Figure 1. Routed metal, one colour a layer (run 1).
Drawn at 4 px/um. Two of the layers only.
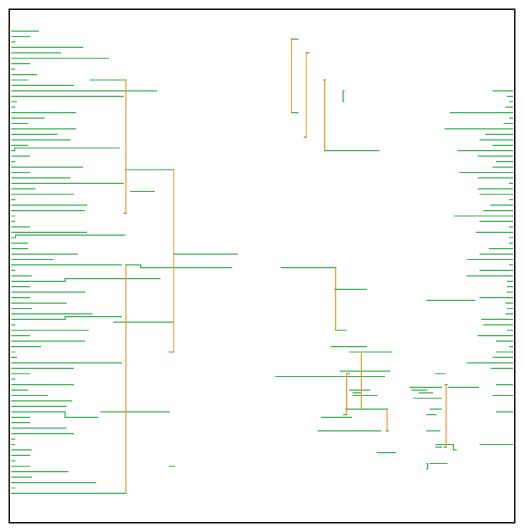
Figure 2. Sequential cells grouped by signal name (run 1).
Drawn at 4 px/um. Other sequential cells in the stronger grey, the rest of the logic in the fainter grey.
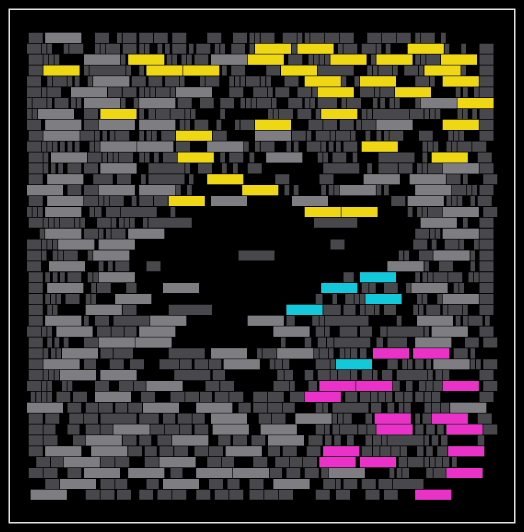
Figure 3. The metal 1 layer (run 1).
Drawn at 4 px/um. Supply wires on this layer in grey. Cells faint in the background.
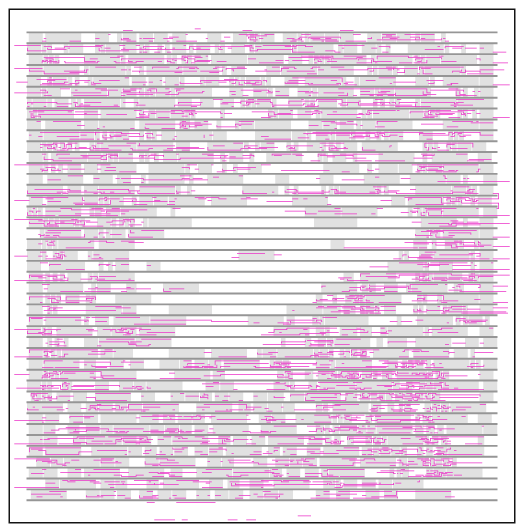
$ cat config.mk
export PLATFORM = sky130hd
export DESIGN_NAME = pcpi_issuer_flat
export DESIGN_NICKNAME = d
export VERILOG_FILES = /design/src/rtl/pcpi_issuer_pkg.sv /design/src/rtl/pcpi_issuer_if.sv /design/src/rtl/pcpi_issuer_watchdog.sv /design/src/rtl/pcpi_issuer.sv /design/src/flat_wrapper.sv
export SDC_FILE = /design/constraint.sdc
export NUM_CORES = 1
export LEC_CHECK = 0
export CORE_AREA = 4 4 122 124
export DETAILED_ROUTE_END_ITERATION = 7
export DIE_AREA = 0 0 126 128
export HOLD_SLACK_MARGIN = 0.03
export PLACE_DENSITY = 0.86
export RECOVER_POWER = 50
export SLEW_MARGIN = 15
export SYNTH_ARGS = -nofsm -noshare
export SYNTH_HDL_FRONTEND = slang
export SYNTH_SLANG_ARGS = --single-unit
$ cat constraint.sdc
create_clock -name clk -period 6.3 [get_ports clk]
set_clock_uncertainty 0.05 [all_clocks]
set_input_delay 1.26 -clock clk [delete_from_list [all_inputs] [get_ports clk]]
set_output_delay 1.26 -clock clk [all_outputs]
set_load 0.03 [all_outputs]
$ cat src/rtl/pcpi_issuer_pkg.sv
// Shared types and constants for the PCPI initiator and its watchdog.
package pcpi_issuer_pkg;

  localparam int XLEN = 32;
  localparam int PCPI_TIMEOUT_DEFAULT = 16;

  typedef enum logic [1:0] {
    IDLE,
    ISSUE,
    RESP,
    RELEASE
  } pcpi_issue_state_t;

endpackage

$ cat src/rtl/pcpi_issuer_if.sv
// PCPI bundle between an initiator (Master) and a coprocessor (Slave).
interface PCP;
  import pcpi_issuer_pkg::*;

  logic            valid;
  logic [31:0]     instruction;
  logic [XLEN-1:0] rs1;
  logic [XLEN-1:0] rs2;
  logic            wr;
  logic [XLEN-1:0] rd;
  logic            busy;
  logic            ready;

  modport Master (
    output valid, instruction, rs1, rs2,
    input  wr, rd, busy, ready
  );

  modport Slave (
    input  valid, instruction, rs1, rs2,
    output wr, rd, busy, ready
  );
endinterface

$ cat src/rtl/pcpi_issuer_watchdog.sv
// Idle-cycle counter: expired is high once TIMEOUT_CYCLES-1 enabled cycles have
// accumulated since the last clr; the count holds there until cleared.
module pcpi_watchdog
  import pcpi_issuer_pkg::*;
#(
  parameter int TIMEOUT_CYCLES = PCPI_TIMEOUT_DEFAULT
) (
  input  logic clk,
  input  logic resetn,
  input  logic clr,
  input  logic en,
  output logic expired
);

  localparam int CW = $clog2(TIMEOUT_CYCLES) + 1;

  logic [CW-1:0] count;

  assign expired = (count == CW'(TIMEOUT_CYCLES - 1));

  always_ff @(posedge clk or negedge resetn) begin
    if (!resetn) begin
      count <= '0;
    end else if (clr) begin
      count <= '0;
    end else if (en && !expired) begin
      count <= count + 1'b1;
    end
  end

endmodule

$ cat src/rtl/pcpi_issuer.sv
// PCPI initiator: takes one request, runs the PCPI handshake toward a coprocessor
// and returns its result (or a timeout trap) on a valid/ready response port.
module pcpi_issuer
  import pcpi_issuer_pkg::*;
#(
  parameter int TIMEOUT_CYCLES = PCPI_TIMEOUT_DEFAULT,
  parameter int LAT_W          = 16
) (
  input  logic             clk,
  input  logic             resetn,
  input  logic             req_valid,
  output logic             req_ready,
  input  logic [31:0]      req_insn,
  input  logic [XLEN-1:0]  req_rs1,
  input  logic [XLEN-1:0]  req_rs2,
  output logic             rsp_valid,
  input  logic             rsp_ready,
  output logic             rsp_wr,
  output logic [XLEN-1:0]  rsp_rd,
  output logic             rsp_trap,
  output logic [LAT_W-1:0] rsp_cycles,
  PCP.Master               pcpi
);

  pcpi_issue_state_t state, state_next;
  logic load_req, take_ready, take_trap;
  logic wd_clr, wd_en, wd_expired;

  pcpi_watchdog #(.TIMEOUT_CYCLES(TIMEOUT_CYCLES)) u_watchdog (
    .clk     (clk),
    .resetn  (resetn),
    .clr     (wd_clr),
    .en      (wd_en),
    .expired (wd_expired)
  );

  // Any busy cycle restarts the idle count, so only an unbroken idle run traps.
  assign wd_clr    = load_req || ((state == ISSUE) && pcpi.busy);
  assign wd_en     = (state == ISSUE) && !pcpi.busy;
  assign req_ready = (state == IDLE);
  assign rsp_valid = (state == RESP);

  always_ff @(posedge clk or negedge resetn) begin
    if (!resetn) state <= IDLE;
    else         state <= state_next;
  end

  // A ready seen in the same cycle the watchdog expires wins over the trap.
  always_comb begin
    state_next = state;
    load_req   = 1'b0;
    take_ready = 1'b0;
    take_trap  = 1'b0;
    case (state)
      IDLE: begin
        if (req_valid) begin
          load_req   = 1'b1;
          state_next = ISSUE;
        end
      end
      ISSUE: begin
        if (pcpi.ready) begin
          take_ready = 1'b1;
          state_next = RESP;
        end else if (!pcpi.busy && wd_expired) begin
          take_trap  = 1'b1;
          state_next = RESP;
        end
      end
      RESP: begin
        if (rsp_ready) state_next = (pcpi.ready || pcpi.busy) ? RELEASE : IDLE;
      end
      RELEASE: begin
        if (!pcpi.ready && !pcpi.busy) state_next = IDLE;
      end
      default: state_next = IDLE;
    endcase
  end

  always_ff @(posedge clk or negedge resetn) begin
    if (!resetn) begin
      pcpi.valid       <= 1'b0;
      pcpi.instruction <= '0;
      pcpi.rs1         <= '0;
      pcpi.rs2         <= '0;
      rsp_wr           <= 1'b0;
      rsp_rd           <= '0;
      rsp_trap         <= 1'b0;
      rsp_cycles       <= '0;
    end else begin
      if (load_req) begin
        pcpi.instruction <= req_insn;
        pcpi.rs1         <= req_rs1;
        pcpi.rs2         <= req_rs2;
        pcpi.valid       <= 1'b1;
        rsp_cycles       <= '0;
      end
      if ((state == ISSUE) && (rsp_cycles != '1)) begin
        rsp_cycles <= rsp_cycles + 1'b1;
      end
      if (take_ready) begin
        rsp_rd     <= pcpi.rd;
        rsp_wr     <= pcpi.wr;
        rsp_trap   <= 1'b0;
        pcpi.valid <= 1'b0;
      end else if (take_trap) begin
        rsp_rd     <= '0;
        rsp_wr     <= 1'b0;
        rsp_trap   <= 1'b1;
        pcpi.valid <= 1'b0;
      end
    end
  end

endmodule

$ cat src/flat_wrapper.sv
// flat-port wrapper written by rule: the top's interface ports become plain ports
module pcpi_issuer_flat import pcpi_issuer_pkg::*;
#(
  parameter int TIMEOUT_CYCLES = PCPI_TIMEOUT_DEFAULT,
  parameter int LAT_W          = 16
)
  (clk, resetn, req_valid, req_ready, req_insn, req_rs1, req_rs2, rsp_valid, rsp_ready, rsp_wr, rsp_rd, rsp_trap, rsp_cycles, pcpi_valid, pcpi_instruction, pcpi_rs1, pcpi_rs2, pcpi_wr, pcpi_rd, pcpi_busy, pcpi_ready);
  PCP pcpi_i ();
  input  logic clk;
  input  logic resetn;
  input  logic req_valid;
  output logic req_ready;
  input  logic [31:0] req_insn;
  input  logic [XLEN-1:0] req_rs1;
  input  logic [XLEN-1:0] req_rs2;
  output logic rsp_valid;
  input  logic rsp_ready;
  output logic rsp_wr;
  output logic [XLEN-1:0] rsp_rd;
  output logic rsp_trap;
  output logic [LAT_W-1:0] rsp_cycles;
  output wire logic [$bits(pcpi_i.valid)-1:0] pcpi_valid;
  output wire logic [$bits(pcpi_i.instruction)-1:0] pcpi_instruction;
  output wire logic [$bits(pcpi_i.rs1)-1:0] pcpi_rs1;
  output wire logic [$bits(pcpi_i.rs2)-1:0] pcpi_rs2;
  input wire logic [$bits(pcpi_i.wr)-1:0] pcpi_wr;
  input wire logic [$bits(pcpi_i.rd)-1:0] pcpi_rd;
  input wire logic [$bits(pcpi_i.busy)-1:0] pcpi_busy;
  input wire logic [$bits(pcpi_i.ready)-1:0] pcpi_ready;
  assign pcpi_valid = pcpi_i.valid;
  assign pcpi_instruction = pcpi_i.instruction;
  assign pcpi_rs1 = pcpi_i.rs1;
  assign pcpi_rs2 = pcpi_i.rs2;
  assign pcpi_i.wr = pcpi_wr;
  assign pcpi_i.rd = pcpi_rd;
  assign pcpi_i.busy = pcpi_busy;
  assign pcpi_i.ready = pcpi_ready;
  pcpi_issuer #(.TIMEOUT_CYCLES(TIMEOUT_CYCLES), .LAT_W(LAT_W)) u_core (.clk(clk), .resetn(resetn), .req_valid(req_valid), .req_ready(req_ready), .req_insn(req_insn), .req_rs1(req_rs1), .req_rs2(req_rs2), .rsp_valid(rsp_valid), .rsp_ready(rsp_ready), .rsp_wr(rsp_wr), .rsp_rd(rsp_rd), .rsp_trap(rsp_trap), .rsp_cycles(rsp_cycles), .pcpi(pcpi_i));
endmodule
==> job_summary.md, run 1 <==
## PnR job results

| Metric | Value |
|---|---|
| Fill count | 1028 |
| Post-synth top cells | nand2_1, dfrtp_1, a22o_1 |
| R2R Setup Slk | between 3 and 4 ns |
| Post-synthesis async set-or-reset flop share | 1.000 |
| Comb area | around 2100 sq um |
| IO Pins | 284 |
| Antenna cells | 0 |
| Least-Margin Pin Slew | 2.569 ns |
| Max Slew Vio Count | about 180 |
| CP required | 6.59 ns |
| Startpoint Class | primary input |
| CTS clk-pin slew, worst paths | 0.06 ns |
| Die Wd | 126 um |
| H-tree Lvls | 4 |
| Placed Area | approximately 9000 sq um |
| Crit. path cell count | 2 |
| Yosys stat cell total | 641 |
| VDD IR max | 322.1 uV |
| Post-synthesis instance total | 641 |
| Period utilization | 0.6362 |
| WS Path Type | in -> async |
| FF-to-FF Start | u_core.u_watchdog.count[0] |
| Area leader, netlist | dfrtp_1 |
| Worst R2R Path Depth | 8 |
| Slowest cell on the critical path | clkbuf_2 |
| Mean post-synth cell area | 9.588 sq um |
| RR Endpoint | u_core.state[0] |
| Pwr per Cell Area | 547.1 nW/um^2 |
| Worst setup margin | 2.292 ns |
| P&R area growth vs syn | 58.33% |
| Fin crit period | 4.008 ns |
| Antenna Nets Post-Route | 0 |
| Status | finished with violations |
| Sink Count | 154 |
| Post-synth EDFFs | 0 |
| Via density | 5.032 |
| Slew headroom | -0.7125 |
| Crit-path max FO | between 100 and 150 |
| Cts hold-fix bufs | 0 |
| Antenna violations before repair | 0 |
| DR pass1 iterations | 4 |
| Post-route design area | 9731 sq um |
| Yosys cell types | 39 |
| Mapped cell area | 6146 sq um |
| Fin nets | 1050 |
| Site Rows | around 43 |
| CP Launch Point | resetn |
| Total global routing overflow | 0 |
| CTS buffer count | 17 |
| PortBufs | about 280 |
| CP Capture Type | asynchronous set/reset pin |
| Synth flops | about 150 |
| Setup violators final | 0 |
| Leakage power | ~0.0046 uW |
| GPL Wtd Cong | 0.8116 |
| Synth top cell by count | nand2_1 |
| Yosys warns | 0 |
| Root buffer cell | clkbuf_16 |
| Clk Latency, worst-skew pair | 0.42 ns |
| Buffer and inverter count on the worst path | 2 |
| Top-area cell share | 0.6270 |
| Setup TNS Final | 0 ns |
| First-pass GRT wire length | 28140 um |
| Post-CTS Setup Inserts | 0 |
| Slowest stage delay, CP | 1.78 ns |
| Yosys chip area | 6146 sq um |
| Post-CTS Resized | 0 |
| Initial DRC Count | 332 |
| Fraction of final layout cells with drive strength greater than 1 | 0.04541 |
| Arrival time at the worst endpoint | 4.30 ns |
| Total Power | 5324 uW |
| Type of the most critical hold path | reg -> reg |
| Max Freq | between 0.2 and 0.25 GHz |
| Crit path to | u_core.pcpi.rs2[20] |
| Final Hold Viols | 0 |
| RSZ-0062 raised after global routing | false |
| CP cell instances | clkbuf_2 -> clkbuf_2 |
| Largest net degree at the start of global routing | approximately 110 |
| TritonCTS clock tree | done |
| Critical path's most frequent cell | clkbuf_2 |
| Die area | 16130 sq um |
| Core Region | 13770 sq um |
| CTS Buffer Depth | 2 |
| FP Util | 0.4462 |
| Failing checks | capacitance limit, slew limit |
| Worst slack, placed | 2.902 ns |
| Die Span Y | between 100 and 150 um |
| Register share after synthesis | 0.6270 |
| Primary FF master, synth | dfrtp_1 |
| Max Cap Viol | 3 |
| OpenROAD warnings | 32 |
| Post-Syn Nets | 779 |
| Post-synth area hogs | dfrtp_1, nand2_1, a22o_1 |
| Crit-path leading delay family | buffers and inverters |
| Detailed placement HPWL | 12230 um |
| Vias in the first global route | approximately 5400 |
| Post-route DRC violation count | 0 |
Notes on Figure 1 above:
Key: M3 = green [wire length 1590 um]; M4 = orange [wire length 254 um]
Tot GR Track Use: 0.2198
final WL: 17860 um
vias after detailed routing: 5560
drt wl/cell: 16.16 um

Notes on Figure 2 above:
Key: `u_core.u_watchdog.count` = cyan [sequential cells 5]; `u_core.rsp_cycles` = magenta [sequential cells 16, where south-east]; `u_core.pcpi.rs1` = yellow [sequential cells 32]
Another 101 sequential cells are not coloured.
Seq area share: 0.3960
storage element area: 3854 sq um
final design utilization: 0.7065
Seq power: 1670 uW

Notes on Figure 3 above:
The layer holds 38% of the routed length. The wires run mostly horizontal.

-- run 1: per-layer routing --
| metal | vias to the layer above | GRT usage | routed length [um] |
|---|---|---|---|
| li1 | 2635 | - | - |
| met1 | 2675 | 0.2596 | 6749 |
| met2 | 225 | 0.3740 | 9266 |
| met3 | 25 | 0.07958 | 1585 |
| met4 | 0 | 0.07508 | 254 |
| met5 | - | 0 | 0 |
-- run 1: kinds of logic after synthesis --
| family | Yosys count | synth area share |
|---|---|---|
| compound gates | 84 | 0.09691 |
| simple gates | 360 | 0.2406 |
| fa+ha+maj | 3 | 0.006108 |
| mux | 1 | 0.001832 |
| buf+inv | 39 | 0.02748 |
| flops | 154 | 0.6270 |
-- run 1: power breakdown --
part	leakage (uW)	internal, uW	switching [uW]
combinational	0.00232	1030	1510
sequential	0.00195	1410	259
clock	0.000327	737	379
-- run 1: cell usage in the layout (no fill, tap or decap), types with 2 or more instances in the layout --
master           count
and3_1               4
o31ai_1              2
a21oi_1             11
a2bb2oi_1            3
o21ai_1             14
o21ai_0              6
o22ai_1              2
dfrtp_1            154
clkbuf_8             7
clkdlybuf4s50_1    280
nor4_1               2
dlygate4sd3_1        2
a31oi_1              3
a21o_1               4
nor3_1               9
inv_1                5
nand4_1              5
nand2_1            303
nand3_1              6
a22oi_1              2
ha_1                 3
clkinv_2             2
and2_1               2
nor2_1              13
clkbuf_2             2
a22o_1              33
bufinv_16            4
or3_1                4
clkbuf_16           17
clkbuf_1             4
nor2b_1              3
-- run 1: stage by stage --
step	hold WS (ns)	std cells
detailed placement	0.4113	1073
finish	0.4211	1105
global placement	0.4062	1073
global route	0.4408	1105
CTS	0.4255	1105
floorplan	0.4604	641
-- run 1: worst min-delay path by stage --
stage	startpoint	end	slack, ns	cells after the start
after floorplan	u_core.state[1]	u_core.state[0]	0.46	1
after global placement	u_core.pcpi.rs2[31]	u_core.pcpi.rs2[31]	0.41	2
after detailed placement	u_core.pcpi.rs2[27]	u_core.pcpi.rs2[27]	0.41	2
after CTS	u_core.pcpi.rs2[27]	u_core.pcpi.rs2[27]	0.43	2
after global routing	u_core.pcpi.rs1[4]	u_core.pcpi.rs1[4]	0.44	2
final	u_core.pcpi.rs2[10]	u_core.pcpi.rs2[10]	0.42	2
-- run 1: final cells by class --
cell class              count  area share
clock inverters             6     0.01337
repair buffers            286      0.2919
multi-input cells         448      0.2192
inverters                   5    0.001929
well taps                 180     0.02315
flip-flops and latches    154      0.3960
clock buffers              26     0.05439
-- run 1: state kept, by name (all words and copies together) (netlist names) --
name / count
u_core.pcpi.instruction: 32
u_core.pcpi.valid: 1
u_core.rsp_cycles: 16
u_core.pcpi.rs2: 32
u_core.rsp_trap: 1
u_core.rsp_wr: 1
u_core.u_watchdog.count: 5
u_core.rsp_rd: 32
u_core.pcpi.rs1: 32
u_core.state: 2
==> run 2: changes to the inputs <==
CORE_AREA = 4 4 128 130   (was 4 4 122 124)
DIE_AREA = 0 0 132 134   (was 0 0 126 128)
PLACE_DENSITY = 0.79   (was 0.86)
clock period = 3.9 ns   (was 6.3 ns; I/O delays follow)
==> run 2 against run 1 <==
  * The run still ends with capacitance limit, slew limit left
  * Sequential power is 61% higher
  * Global-route usage is 2.0 points lower
  * Power is 59% higher
  * Critical path type is now in -> reg
  * Largest power group unchanged
  * Highest routed layer unchanged
==> job_summary.md, run 2 <==
## PnR job results

| Metric | Value |
|---|---|
| Register share after synthesis | 0.6270 |
| Post-synthesis instance total | approximately 640 |
| Mapped cell area | between 6000 and 7000 sq um |
| GPL Wtd Cong | 0.7948 |
| Crit-path leading delay family | buffers and inverters |
| RSZ-0062 raised after global routing | false |
| Setup violators final | 0 |
| Worst setup margin | ~0.95 ns |
| Total global routing overflow | 0 |
| Buffer and inverter count on the worst path | 2 |
| Critical path's most frequent cell | nand2_1 |
| Initial DRC Count | 286 |
| Yosys cell types | 39 |
| Worst slack, placed | 1.258 ns |
| Post-synth top cells | nand2_1, dfrtp_1, a22o_1 |
| IO Pins | 284 |
| Primary FF master, synth | dfrtp_1 |
| Drt wl/cell | 15.96 um |
| Core Region | 15150 sq um |
| Detailed placement HPWL | 12450 um |
| Cts hold-fix bufs | 0 |
| Root buffer cell | clkbuf_16 |
| Post-synthesis mux area share | 0.001832 |
| Post-Syn Nets | ~780 |
| PortBufs | 283 |
| Sequential Power Share | 0.318 |
| Vias in the first global route | about 5500 |
| Synth top cell by count | nand2_1 |
| Die Wd | 132 um |
| Top-area cell share | 0.6270 |
| Max Slew Vio Count | between 100 and 150 |
| CTS clk-pin slew, worst paths | ~0.060 ns |
| Least-Margin Pin Slew | between 2 and 2.5 ns |
| Setup TNS Final | 0 ns |
| Type of the most critical hold path | reg -> reg |
| Leakage power | 0.004547 uW |
| Top cells excl fill/tap | nand2_1, clkdlybuf4s50_1, dfrtp_1, a22o_1, clkbuf_16 |
| TritonCTS clock tree | done |
| Failing checks | capacitance limit, slew limit |
| H-tree Lvls | 4 |
| Top cell excl fill/tap | nand2_1 |
| Post-synth area hogs | dfrtp_1, nand2_1, a22o_1 |
| Fraction of final layout cells with drive strength greater than 1 | 0.04629 |
| Arrival time at the worst endpoint | 3.25 ns |
| Fin nets | approximately 1100 |
| Post-synth EDFFs | 0 |
| Fin crit period | 2.950 ns |
| CP required | around 4.2 ns |
| Post-route DRC violation count | 0 |
| Crit-path max FO | 60 |
| Slowest cell on the critical path | nand2_2 |
| Sw Pwr | ~3500 uW |
| Startpoint Class | primary input |
| Clk Latency, worst-skew pair | 0.41 ns |
| CP cell instances | dlygate4sd3_1 -> nand2_2 -> clkbuf_2 -> nand2_1 -> nand2_1 |
| CP Capture Type | flip-flop |
| CP Launch Point | req_valid |
| Hold_sp | u_core.pcpi.rs2[29] |
| Internal power | 4969 uW |
| CTS Buffer Depth | 2 |
| Via density | 4.900 |
| Post-CTS Resized | 0 |
| Area leader, netlist | dfrtp_1 |
| Max Cap Viol | 2 |
| Max Freq | 0.3389 GHz |
| Placed Area | 9140 sq um |
| FP Util | 0.4058 |
| P&R area growth vs syn | 57.80% |
| OpenROAD warnings | 26 |
| Antenna Nets Post-Route | 0 |
| Post-CTS Setup Inserts | 0 |
| Antenna violations before repair | 0 |
| Die area | 17690 sq um |
| Synth flops | between 150 and 200 |
| Period utilization | 0.7565 |
| FF-to-FF Start | u_core.state[0] |
| Status | finished with violations |
| Final Hold Viols | 0 |
| XOR-XNOR Cells, Area Fraction | 0 |
| Mean post-synth cell area | about 9.6 sq um |
| Slowest stage delay, CP | 0.84 ns |
| CTS buffer count | 17 |
| Yosys warns | 0 |
| Sw frac | 0.4129 |
| DR pass1 iterations | 4 |
| Site Rows | 45 |
| First-pass GRT wire length | roughly 28000 um |
| WS Path Type | in -> reg |
| Share of total power in the clock network | 0.198 |
| Adder share | 0.006107 |
| Post-synthesis async set-or-reset flop share | 1.000 |
| Yosys chip area | slightly above 6000 sq um |
| Sink Count | around 150 |
| Pwr per Cell Area | 872.7 nW/um^2 |
| Logic pwr share | 0.483 |
| VDD IR max | 450.6 uV |
| Simple Share, Synth | 0.2406 |
| Largest net degree at the start of global routing | 88 |
| Total Power | 8463 uW |
| Yosys stat cell total | 641 |
| Complex Gates by Area | 0.09691 |
| Slew headroom | -0.4318 |
| Die Span Y | 134 um |
| Dominant comb cell | simple AND/OR/NAND/NOR gates |
| Antenna cells | 0 |
| Post-route design area | 9698 sq um |
-- run 2: cell counts after synthesis --
No cell type changed its count.
-- run 2: cell type report --
class | instances | area [sq um]
clock inverter | 10 | 143.9
inverter | 5 | 18.77
fill | 1243 | 5448
multi-input combinational | 448 | 2111
tap | 188 | 235.2
sequential | 154 | 3854
timing repair buffer | 290 | 2882
clock buffer | 22 | 454.2
-- run 2: worst paths after layout --
path	end	slack (ns)	cells past startpoint
setup / recovery	u_core.pcpi.instruction[1]	0.95	5
hold / removal	u_core.pcpi.rs2[29]	0.42	2
setup reg to reg	u_core.rsp_rd[13]	1.03	4
hold reg to reg	u_core.pcpi.rs2[29]	0.42	2
max in group asynchronous	u_core.rsp_rd[13]	1.24	2
min in group asynchronous	u_core.rsp_cycles[9]	0.93	1
-- run 2: metrics by stage --
stage	hold WS, ns	cells	util
4_1_cts	0.4117	1117	0.6430
5_1_grt	0.4381	1117	0.6403
3_3_place_gp	0.4063	1085	0.6035
6_report	0.4202	1117	0.6403
2_1_floorplan	0.4344	641	-
3_5_place_dp	0.4111	1085	0.6035
-- run 2: logic make-up (layout without fill, tap and decap cells) --
group                      Yosys count  after routing
AOI/OAI and AO/OA                   84             84
adders and majority gates            3              3
DFF                                154            154
muxes                                1              1
buffers and inverters               39            327
and+or+nand+nor                    360            360
-- run 2: worst register-to-register path, delay by kind of cell, from the launching register on --
family / cells / cell delay [ns]
buffers and inverters: 1 / 1.14
AOI/OAI and AO/OA: 1 / 0.31
DFF: 1 / 0.42
and+or+nand+nor: 2 / 0.88
-- run 2: per-layer routing --
metal | GRT usage | part of all wire
met5 | 0 | 0
met4 | 0.06009 | 0.013
met3 | 0.07877 | 0.088
met2 | 0.3367 | 0.49
met1 | 0.2380 | 0.41
-- run 2: power by group through the flow --
stage	clock [uW]	combinational [uW]	sequential (uW)
5_1_grt	1770	4360	2780
3_3_place_gp	0	4070	2690
2_1_floorplan	0	1070	3930
6_report	1680	4090	2690
3_5_place_dp	0	4130	2700
4_1_cts	1710	4140	2700
Figure 4. Routed metal, one colour a layer (run 2).
Drawn at 4 px/um. Two of the layers only.
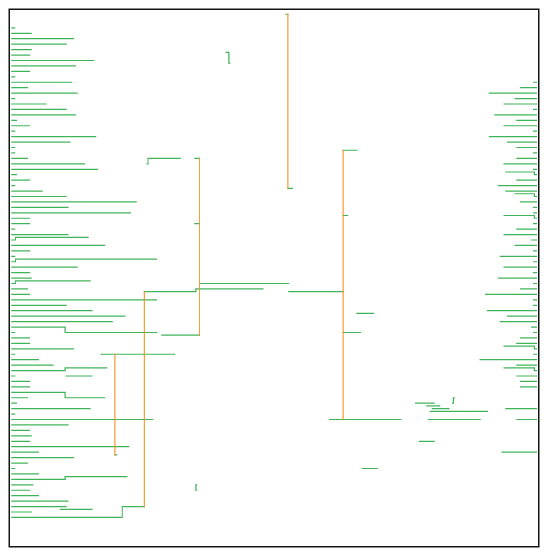
vias after detailed routing: 5473
final WL: 17830 um
Tot GR Track Use: 0.2000

Power and IR drop assume default switching activity.
